File: src/rtl/matrix_mult_rr_sched.sv
`default_nettype none
// ============================================================================
// matrix_mult_rr_sched
// Round-robin scheduler sharing one 4x4 matrix-multiply engine among N lanes.
// Revision: 1.0
// ============================================================================
module matrix_mult_rr_sched #(
    parameter int N     = 4,
    parameter int W     = 12,
    parameter int BEATS = 16,
    parameter int IDW   = 2
) (
    input  logic                clk,
    input  logic                rst_n,
    input  logic [N-1:0]        req_valid,
    input  logic [N-1:0][W-1:0] req_a,
    input  logic [N-1:0][W-1:0] req_b,
    output logic [N-1:0]        req_ready,
    output logic                buf_valid,
    output logic [W-1:0]        buf_a,
    output logic [W-1:0]        buf_b,
    input  logic                buf_ready,
    input  logic                mult_done_valid,
    output logic                mult_done_ready,
    output logic [N-1:0]        done_valid,
    input  logic [N-1:0]        done_ready,
    output logic [IDW-1:0]      grant_id,
    output logic                busy
);

    typedef enum logic [1:0] {
        IDLE     = 2'd0,
        STREAM   = 2'd1,
        WAIT_RES = 2'd2,
        DELIVER  = 2'd3
    } state_t;

    state_t         state;
    logic [IDW-1:0] grant;
    logic [IDW-1:0] rr_ptr;
    logic [4:0]     beat_cnt;

    logic [IDW-1:0] pick;
    logic [IDW-1:0] grant_next;
    logic           beat_hs;

    // Scan from the highest offset down so the lane closest to rr_ptr wins.
    always_comb begin
        pick = '0;
        for (int i = N - 1; i >= 0; i--) begin
            if (req_valid[(int'(rr_ptr) + i) % N]) begin
                pick = IDW'((int'(rr_ptr) + i) % N);
            end
        end
    end

    assign grant_next = (int'(grant) == N - 1) ? '0 : grant + 1'b1;
    assign beat_hs    = (state == STREAM) && req_valid[grant] && buf_ready;

    always_ff @(posedge clk or negedge rst_n) begin
        if (!rst_n) begin
            state    <= IDLE;
            grant    <= '0;
            rr_ptr   <= '0;
            beat_cnt <= '0;
        end else begin
            case (state)
                IDLE: begin
                    if (|req_valid) begin
                        grant    <= pick;
                        beat_cnt <= '0;
                        state    <= STREAM;
                    end
                end
                STREAM: begin
                    if (beat_hs) begin
                        if (beat_cnt == 5'(BEATS - 1)) begin
                            state <= WAIT_RES;
                        end else begin
                            beat_cnt <= beat_cnt + 5'd1;
                        end
                    end
                end
                WAIT_RES: begin
                    if (mult_done_valid) begin
                        state <= DELIVER;
                    end
                end
                DELIVER: begin
                    // The finished lane drops to lowest priority for the next pick.
                    if (done_ready[grant]) begin
                        rr_ptr <= grant_next;
                        state  <= IDLE;
                    end
                end
                default: state <= IDLE;
            endcase
        end
    end

    always_comb begin
        req_ready       = '0;
        buf_valid       = 1'b0;
        buf_a           = '0;
        buf_b           = '0;
        mult_done_ready = 1'b0;
        done_valid      = '0;
        grant_id        = '0;
        busy            = (state != IDLE);
        case (state)
            STREAM: begin
                buf_valid        = req_valid[grant];
                buf_a            = req_a[grant];
                buf_b            = req_b[grant];
                req_ready[grant] = buf_ready;
                grant_id         = grant;
            end
            WAIT_RES: begin
                mult_done_ready = 1'b1;
                grant_id        = grant;
            end
            DELIVER: begin
                done_valid[grant] = 1'b1;
                grant_id          = grant;
            end
            default: ;
        endcase
    end

endmodule
`default_nettype wire

File: config.mk
export PLATFORM = sky130hd
export DESIGN_NAME = matrix_mult_rr_sched
export DESIGN_NICKNAME = d
export VERILOG_FILES = /design/src/rtl/matrix_mult_rr_sched.sv
export SDC_FILE = /design/constraint.sdc
export NUM_CORES = 1
export LEC_CHECK = 0
export ABC_AREA = 1
export CAP_MARGIN = 20
export CORE_ASPECT_RATIO = 1.4
export CORE_MARGIN = 10
export CORE_UTILIZATION = 37
export DETAILED_ROUTE_END_ITERATION = 12
export PLACE_DENSITY = 0.85
export SLEW_MARGIN = 30
export SYNTH_ARGS = -nofsm -noshare
export SYNTH_HDL_FRONTEND = slang
export SYNTH_SLANG_ARGS = --single-unit
File: constraint.sdc
create_clock -name clk -period 3.23 [get_ports clk]
set_input_delay 0.646 -clock clk [delete_from_list [all_inputs] [get_ports clk]]
set_output_delay 0.646 -clock clk [all_outputs]
set_load 0.01 [all_outputs]
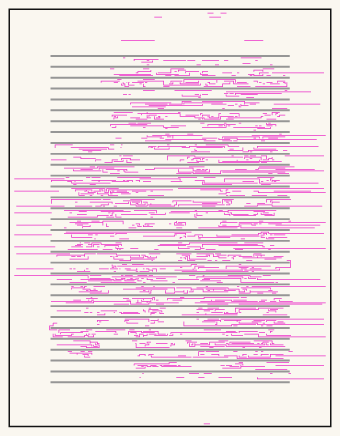
run_1/m1.png
Drawn at 4 px/um. Supply wires on this layer in grey.
- wire length on this layer: 3540 um
- share of all routed wire: 38%
M1 GR Usage: 0.249
Vias: 2729
Routed WL: 9230 um

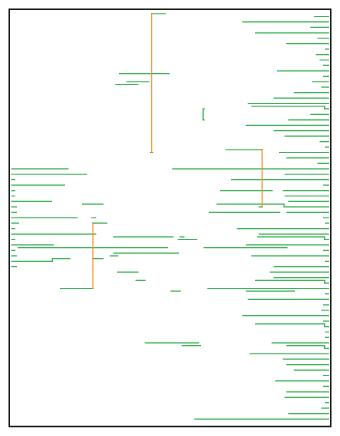
run_1/layers.png
Drawn at 4 px/um. Two of the layers only.
- orange: M4 (wire length 65.3 um)
- green: M3 (wire length 1150 um)
Total Routing Usage GR: 0.209
Routed wire per std cell: 17.2 um

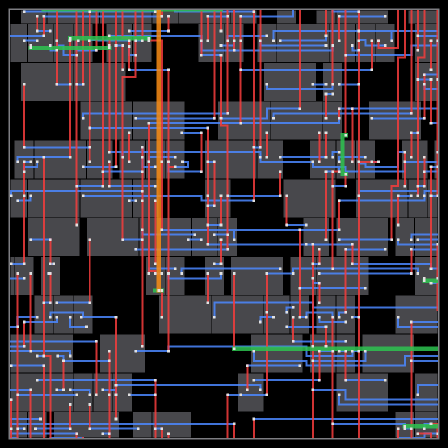
run_1/closeup.png
Region (25, 58) to (55, 88) um. Cells in grey, sequential cells in the stronger grey; small squares are vias.
- red: M2
- green: M3
- orange: M4
- blue: M1
- sequential cells in the window: 0
- most frequent: nor2_1 (29), clkdlybuf4s50_1 (27), o21ai_0 (15)
- cells with their middle in the window: 90

==> results.sh, run 1 <==
# implementation run metrics
export IMPL_cts_made_buffers=3
export IMPL_ys_cells=340
export IMPL_yosys_area_top_type_share=0.220
export IMPL_slew_headroom=0.610
export IMPL_max_freq_ghz=0.341
export IMPL_clock_latency_ns=0.23
export IMPL_place_inst=533
export IMPL_fillers=418
export IMPL_numSynthFlops=11
export IMPL_die_w_um=80.0
export IMPL_end_kind="output port"
export IMPL_p_leak_uw=0.00144
export IMPL_synthArstFlopShare=1.00
export IMPL_crit_path_top_delay_cell="dfrtp_2"
export IMPL_ys_chip_area_mm2=0.00186
export IMPL_hold_violations=0
export IMPL_warning_count=33
export IMPL_final_core_util=0.686
export IMPL_clockBufferDepth=2
export IMPL_finalNonFillerCells=537
export IMPL_holdPathStages=2
export IMPL_postCtsSetupBuffers=0
export IMPL_drt_initial_drc_count=171
export IMPL_max_vdd_ir_drop_mv=0.609
export IMPL_synth_area_per_cell_um2=5.48
export IMPL_cts_sinks=11
export IMPL_ctsResizeCount=0
export IMPL_ys_flop_type="dfrtp_1"
export IMPL_crit_fanout=31
export IMPL_clkSlewWorstSetupHoldPaths_ns=0.05
export IMPL_cp_arrival_ns=2.29
export IMPL_crit_family="buffers and inverters"
export IMPL_diodes=0
export IMPL_worstSetupPathType="flip-flop to output port"
export IMPL_mostFrequentLayoutCells="clkdlybuf4s50_1, nor2_1, o21ai_0"
export IMPL_max_stage_delay_ns=0.74
export IMPL_hpwlAfterDp_um=7440
export IMPL_ant_nets=0
export IMPL_drc_errors=0
export IMPL_cp_common_cell="nor2_1"
export IMPL_fin_skew_ns=0.000320
export IMPL_first_pass_iters=5
export IMPL_synth_cell_types=28
export IMPL_worstPathRequired_ns=2.58
export IMPL_finalSetupTns_ns=0
export IMPL_worst_path_stages=6
export IMPL_die_area_mm2=0.00831
export IMPL_rsz0062_at_grt="no"
export IMPL_coreArea_mm2=0.00488
export IMPL_slew_viol_final=0
export IMPL_yosys_warnings=0
export IMPL_setup_slack_ns=0.295
export IMPL_antenna_found_initial=0
export IMPL_overflow=0
export IMPL_drive_gt1_frac=0.0465
export IMPL_synthesis_area_mm2=0.00186
export IMPL_routabilityCongestion=0.869
export IMPL_finalClockPeriodUsage=0.909
export IMPL_syn_nets=459
export IMPL_dieHeight_um=104
export IMPL_edf_count=0
export IMPL_grt_pass1_vias=2586
export IMPL_ys_seq_frac=0.148
export IMPL_cts_tree="yes"
export IMPL_status="complete, no violations"
export IMPL_crit_chain="buf_4 > nor2_1 > nor2_1 > o21ai_0 > a21oi_1 > clkdlybuf4s50_1"
==> run 1: tightest hold or removal path: stages, from the launching register on <==
cell     delay (ns)
dfrtp_1        0.37
nand2_1        0.06
o21ai_1        0.06
==> run 1: layer usage <==
layer / routed length [um] / vias up
li1: - / 1363
met1: 3540 / 1216
met2: 4470 / 143
met3: 1150 / 7
met4: 65 / 0
met5: 0 / -
==> run 1: synthesized netlist by cell type, drive strengths merged, types with 2 or more instances <==
cell and instances:
a21oi 25, o22ai 2, dfrtp 11, clkbuf 9
ha 11, o21ai 58, buf 10, nand2 48
nand3 21, nor2 110, inv 28
==> run 1: sequential cells by signal (all words and copies together), names as in the netlist <==
signal	cells
rr_ptr	2
state	2
grant	2
beat_cnt	5
==> run 1: cell families after synthesis <==
logic type | after synthesis | synth area share
buffers and inverters | 48 | 0.124
adder cells (fa/ha/maj) | 11 | 0.0739
AND/OR/NAND/NOR | 182 | 0.407
flip-flops | 11 | 0.148
XOR/XNOR | 2 | 0.00940
AND-OR/OR-AND | 86 | 0.238
==> run 1: metrics by stage <==
| step | instance area [um^2] | hold slack [ns] |
|---|---|---|
| floorplan | 1860 | 0.350 |
| global placement | 3300 | 0.498 |
| detailed placement | 3300 | 0.514 |
| CTS | 3350 | 0.526 |
| global route | 3350 | 0.570 |
| finish | 3350 | 0.532 |
==> run 1: report_power, final <==
group          leakage, uW  switching (uW)  internal, uW
clock network    0.0000228            47.4          86.3
registers         0.000142             113           190
logic              0.00127            1000           799
==> run 1: cell type report <==
class / instances / area, um^2 / area share
sequential: 11 / 277 / 0.0826
multi-input combinational: 281 / 1360 / 0.405
tap: 64 / 80.1 / 0.0239
inverter: 29 / 120 / 0.0359
timing repair buffer: 148 / 1470 / 0.439
clock buffer: 4 / 45.0 / 0.0134
==> run 1: path summary, 6_finish.rpt <==
kind | start | end | slack (ns)
min in group asynchronous | rst_n | beat_cnt[0] | 0.75
max reg2reg | grant[0] | beat_cnt[3] | 1.36
max in group asynchronous | rst_n | grant[0] | 2.12
min reg2reg | beat_cnt[1] | beat_cnt[1] | 0.53
max | grant[0] | buf_a[9] | 0.30
min | beat_cnt[1] | beat_cnt[1] | 0.53
==> run 2, diff against run 1 <==
Settings changed: ABC_CLOCK_PERIOD_IN_PS set to 3230.
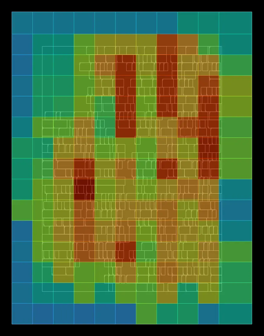
run_2/congestion_map.png
GR Util met2: 0.362
busiest grt layer: met2
final core occ: 0.686

==> run 2 against run 1 <==
Compared with the run above: die size unchanged; design area unchanged; non-clock buffer count unchanged; combinational power about the same; first-iteration DRC count unchanged; global-route usage unchanged; via count unchanged; critical path type unchanged; setup slack unchanged; final cell count unchanged; utilization unchanged; maximum frequency unchanged; register-to-register slack about the same.
==> results.sh, run 2 <==
# implementation run metrics
export IMPL_end_kind="output port"
export IMPL_fin_area_mm2=0.00335
export IMPL_yosys_top_cells_count="nor2_1, o21ai_0, nand2_1"
export IMPL_wl_per_cell_um=17.2
export IMPL_max_freq_ghz=0.341
export IMPL_syn2layout_area_growth_pct=79.8
export IMPL_clockBufferDepth=2
export IMPL_yosys_warnings=0
export IMPL_ys_cells=340
export IMPL_cts_made_buffers=3
export IMPL_slew_viol_final=0
export IMPL_routabilityCongestion=0.869
export IMPL_largest_reg_flops=5
export IMPL_clkSlewWorstSetupHoldPaths_ns=0.05
export IMPL_hpwlAfterDp_um=7440
export IMPL_grt_pass1_vias=2586
export IMPL_status="complete, no violations"
export IMPL_whs_ns=0.532
export IMPL_ys_flop_type="dfrtp_1"
export IMPL_p_leak_uw=0.00144
export IMPL_drt_initial_drc_count=171
export IMPL_r2r_slack_ns=1.36
export IMPL_mostFrequentLayoutCells="clkdlybuf4s50_1, nor2_1, o21ai_0"
export IMPL_holdPathStages=2
export IMPL_placed_cell_area_mm2=0.00330
export IMPL_rsz0062_at_grt="no"
export IMPL_crit_path_top_delay_cell="dfrtp_2"
export IMPL_first_pass_iters=5
export IMPL_max_vdd_ir_drop_mv=0.609
export IMPL_warning_count=33
export IMPL_regToRegStartpoint="grant[0]"
export IMPL_syn_nets=459
export IMPL_coreArea_mm2=0.00488
export IMPL_finalNonFillerCells=537
export IMPL_crit_family="buffers and inverters"
export IMPL_ant_nets=0
export IMPL_overflow=0
export IMPL_max_stage_delay_ns=0.74
export IMPL_cts_sinks=11
export IMPL_reg2reg_to="beat_cnt[3]"
export IMPL_crit_chain="buf_4 > nor2_1 > nor2_1 > o21ai_0 > a21oi_1 > clkdlybuf4s50_1"
export IMPL_cts_tree="yes"
export IMPL_largest_area_cell="nor2_1"
export IMPL_crit_fanout=31
export IMPL_place_inst=533
export IMPL_clock_latency_ns=0.23
export IMPL_cp_common_cell="nor2_1"
export IMPL_fp_row_count=30
export IMPL_antenna_found_initial=0
export IMPL_ys_chip_area_mm2=0.00186
export IMPL_min_to="beat_cnt[1]"
export IMPL_hold_path_class="flip-flop to flip-flop"
export IMPL_dieHeight_um=104
export IMPL_wirelength_um=9230
export IMPL_synth_area_per_cell_um2=5.48
export IMPL_synthArstFlopShare=1.00
export IMPL_max_flop_register="beat_cnt"
export IMPL_die_w_um=80.0
export IMPL_slew_headroom=0.610
export IMPL_diodes=0
export IMPL_cp_arrival_ns=2.29
export IMPL_worst_path_stages=6
export IMPL_synth_cell_types=28
export IMPL_drive_gt1_frac=0.0465
export IMPL_grtUsageTotal=0.209
export IMPL_synthesis_area_mm2=0.00186
export IMPL_ctsResizeCount=0
export IMPL_fin_skew_ns=0.000320
export IMPL_worstSetupPathType="flip-flop to output port"
## run 2: cell counts after synthesis
No cell type changed its count.
## run 2: cell families after synthesis
family | share of synthesized area
AND-OR/OR-AND | 0.238
XOR/XNOR | 0.00940
adder cells (fa/ha/maj) | 0.0739
buffers and inverters | 0.124
flip-flops | 0.148
AND/OR/NAND/NOR | 0.407
## run 2: how the worst max path moves through the flow
stage | endpoint | slack, ns | startpoint
finish | buf_a[9] | 0.30 | grant[0]
global route | buf_a[5] | 0.1 | grant[0]
CTS | buf_a[9] | 0.32 | grant[0]
detailed placement | buf_b[4] | 0.45 | req_b[4]
global placement | buf_b[4] | 0.48 | req_b[4]
floorplan | buf_a[0] | 1.29 | state[1]
## run 2: worst register-to-register path: cells and delay by family (launching register included)
| family | cells | cell delay (ns) |
|---|---|---|
| simple gates | 6 | 0.62 |
| flops | 1 | 0.74 |
| compound gates | 1 | 0.04 |
| buf+inv | 2 | 0.37 |
## run 2: metrics by stage
| stage | setup WS, ns | utilization |
|---|---|---|
| final | 0.295 | 0.686 |
| after global routing | 0.0983 | 0.686 |
| after CTS | 0.315 | 0.686 |
| after detailed placement | 0.445 | 0.677 |
| after global placement | 0.479 | 0.677 |
| after floorplan | 1.29 | - |
## run 2: power by group
group | switching [uW] | internal (uW)
Combinational | 1000 | 799
Clock | 47.4 | 86.3
Sequential | 113 | 190
## run 2: cell type report
cell class              instances  area, um^2
well taps                      64        80.1
fillers                       418        1530
repair buffers                148        1470
flip-flops and latches         11         277
inverters                      29         120
multi-input cells             281        1360
clock buffers                   4        45.0
## run 2: metal layers
layer	vias to the layer above	GRT usage	wire (um)
li1	1363	-	-
met2	143	0.362	4470
met3	7	0.0614	1150
met5	-	0	0
met4	0	0.0253	65
met1	1216	0.249	3540
==> run 3, diff against run 2 <==
Settings changed: HOLD_SLACK_MARGIN set to 0.05.
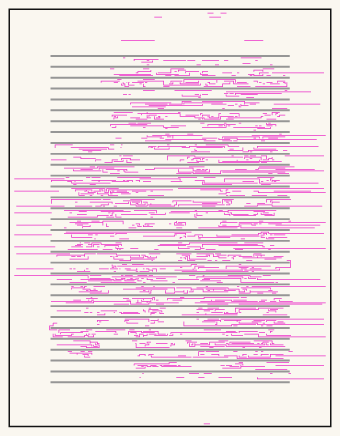
run_3/m1.png
Drawn at 4 px/um. Supply wires on this layer in grey.
- wire length on this layer: 3540 um
- longest straight run: 36.3 um
- share of all routed wire: 38%
- nets with wire on the layer: 524
- main direction: horizontal

==> run 3 against run 2 <==
Compared with the run above: maximum frequency unchanged; clock power is essentially flat; total power did not move; final cell count stayed put; critical path depth is the same; global-route usage unchanged; setup slack did not move; synthesized cell count did not move; sequential cell count stayed put; sequential share of layout area stayed put; via count did not move.
==> results.sh, run 3 <==
# implementation run metrics
export IMPL_ys_chip_area_mm2=0.00186
export IMPL_clockBufferDepth=2
export IMPL_place_ws_ns=0.445
export IMPL_cts_tree="yes"
export IMPL_finalNonFillerCells=537
export IMPL_grt_pass1_vias=2586
export IMPL_edf_count=0
export IMPL_end_kind="output port"
export IMPL_pwr_share_seq=0.135
export IMPL_max_flop_register="beat_cnt"
export IMPL_hold_path_class="flip-flop to flip-flop"
export IMPL_p_sw_frac=0.520
export IMPL_coreArea_mm2=0.00488
export IMPL_cp_arrival_ns=2.29
export IMPL_status="complete, no violations"
export IMPL_synthAoiAreaFrac=0.238
export IMPL_via_per_inst=5.08
export IMPL_die_w_um=80.0
export IMPL_cap_viol_max_count=0
export IMPL_fa_ha_area_frac=0.0739
export IMPL_place_inst=533
export IMPL_yosys_area_top_type_share=0.220
export IMPL_hpwlAfterDp_um=7440
export IMPL_internal_power_uw=1080
export IMPL_ys_seq_frac=0.148
export IMPL_wl_per_cell_um=17.2
export IMPL_routabilityCongestion=0.869
export IMPL_topCombFamilyByArea="simple AND/OR/NAND/NOR gates"
export IMPL_cts_root_buf="clkbuf_8"
export IMPL_grtUsageTotal=0.209
export IMPL_max_vdd_ir_drop_mv=0.609
export IMPL_numSynthFlops=11
export IMPL_nets=593
export IMPL_finalClockPeriodUsage=0.909
export IMPL_first_pass_iters=5
export IMPL_worstPathRequired_ns=2.58
export IMPL_vias=2729
export IMPL_comb_power_share=0.805
export IMPL_p_leak_uw=0.00144
export IMPL_fin_skew_ns=0.000320
export IMPL_die_area_mm2=0.00831
export IMPL_pwr_share_clk=0.060
export IMPL_hold_violations=0
export IMPL_slew_viol_final=0
export IMPL_mux_share=0
export IMPL_mostFrequentLayoutCell="clkdlybuf4s50_1"
export IMPL_tightest_slew_ns=0.585
export IMPL_wirelength_um=9230
export IMPL_cts_sinks=11
export IMPL_synth_most_common_cell="nor2_1"
export IMPL_finalSetupTns_ns=0
export IMPL_synthXorXnorAreaFrac=0.00940
export IMPL_clock_latency_ns=0.23
export IMPL_worstSetupPathType="flip-flop to output port"
export IMPL_ys_flop_type="dfrtp_1"
export IMPL_yosys_area_share_simple=0.407
export IMPL_synth_cells=340
export IMPL_ys_cells=340
export IMPL_synthArstFlopShare=1.00
export IMPL_synthesis_area_mm2=0.00186
export IMPL_period_needed_ns=2.93
export IMPL_syn_nets=459
export IMPL_clkSlewWorstSetupHoldPaths_ns=0.05
export IMPL_slew_headroom=0.610
export IMPL_diodes=0
export IMPL_dieHeight_um=104
export IMPL_mostFrequentLayoutCells="clkdlybuf4s50_1, nor2_1, o21ai_0"
export IMPL_drive_gt1_frac=0.0465
export IMPL_warning_count=33
export IMPL_largest_area_cell="nor2_1"
export IMPL_yosys_top_cells_count="nor2_1, o21ai_0, nand2_1"
export IMPL_max_freq_ghz=0.341
export IMPL_postCtsSetupBuffers=0
export IMPL_drt_initial_drc_count=171
export IMPL_setup_viol=0
export IMPL_largest_reg_flops=5
export IMPL_yosys_warnings=0
export IMPL_syn2layout_area_growth_pct=79.8
export IMPL_cts_hold_repair_buffers=0
export IMPL_synth_cell_types=28
export IMPL_worst_setup_path_start_kind="flip-flop"
export IMPL_port_buffers=144
export IMPL_ioPinCount=145
export IMPL_fp_util=0.382
export IMPL_cts_made_buffers=3
export IMPL_drc_errors=0
export IMPL_fp_row_count=30
export IMPL_overflow=0
export IMPL_netSwitchingPower_uw=1160
export IMPL_grt_pass1_wl_um=14300
export IMPL_ant_nets=0
export IMPL_top_cells_by_area="nor2_1, dfrtp_1, o21ai_0, nand2_1, ha_1"
export IMPL_cellPowerDensity_mw_per_mm2=668
export IMPL_crit_fanout=31
export IMPL_grt_max_degree=57
export IMPL_antenna_found_initial=0
export IMPL_cts_htree_levels=1
export IMPL_rsz0062_at_grt="no"
export IMPL_whs_ns=0.532
export IMPL_setup_slack_ns=0.295
export IMPL_ctsResizeCount=0
export IMPL_synth_area_per_cell_um2=5.48
## run 3: cell counts in the layout (fill, tap and decap cells not counted)
Identical to the previous run, type by type.
## run 3: power groups by stage
stage / logic, uW / registers (uW) / clock network, uW
6_report: 1800 / 303 / 134
5_1_grt: 2020 / 316 / 143
4_1_cts: 1810 / 301 / 134
3_5_place_dp: 1790 / 303 / 0
3_3_place_gp: 1760 / 301 / 0
2_1_floorplan: 1200 / 227 / 0
## run 3: logic make-up (layout without fill, tap and decap cells)
logic type | count (synthesis) | after routing
simple gates | 182 | 182
compound gates | 86 | 86
buf+inv | 48 | 181
fa+ha+maj | 11 | 11
flops | 11 | 11
xor+xnor | 2 | 2
## run 3: routing by layer
metal | wire (um) | track usage
met5 | 0 | 0
met4 | 65 | 0.0253
met3 | 1150 | 0.0614
met2 | 4470 | 0.362
met1 | 3540 | 0.249
## run 3: area by class of cell
class                           instances  area [um^2]
Tap cell                               64         80.1
Sequential cell                        11          277
Clock buffer                            4         45.0
Timing Repair Buffer                  148         1470
Multi-Input combinational cell        281         1360
Inverter                               29          120
Fill cell                             418         1530
## run 3: metrics by stage
step / cell area [um^2] / util / total power (uW)
global route: 3350 / 0.686 / 2480
floorplan: 1860 / - / 1430
detailed placement: 3300 / 0.677 / 2100
global placement: 3300 / 0.677 / 2060
finish: 3350 / 0.686 / 2240
CTS: 3350 / 0.686 / 2240
## run 3: path summary, 6_finish.rpt
kind | to | depth (start not counted) | slack [ns] | start
max reg2reg | beat_cnt[3] | 9 | 1.36 | grant[0]
min | beat_cnt[1] | 2 | 0.53 | beat_cnt[1]
max | buf_a[9] | 6 | 0.30 | grant[0]
max in group asynchronous | grant[0] | 1 | 2.12 | rst_n
min in group asynchronous | beat_cnt[0] | 1 | 0.75 | rst_n
min reg2reg | beat_cnt[1] | 2 | 0.53 | beat_cnt[1]
## run 3: worst max-delay path: stages (launching register included)
cell             delay, ns
dfrtp_2               0.74
buf_4                 0.31
nor2_1                0.07
nor2_1                0.08
o21ai_0               0.09
a21oi_1               0.17
clkdlybuf4s50_1       0.58
No activity file was given, so power comes from the tool's default toggle rates.
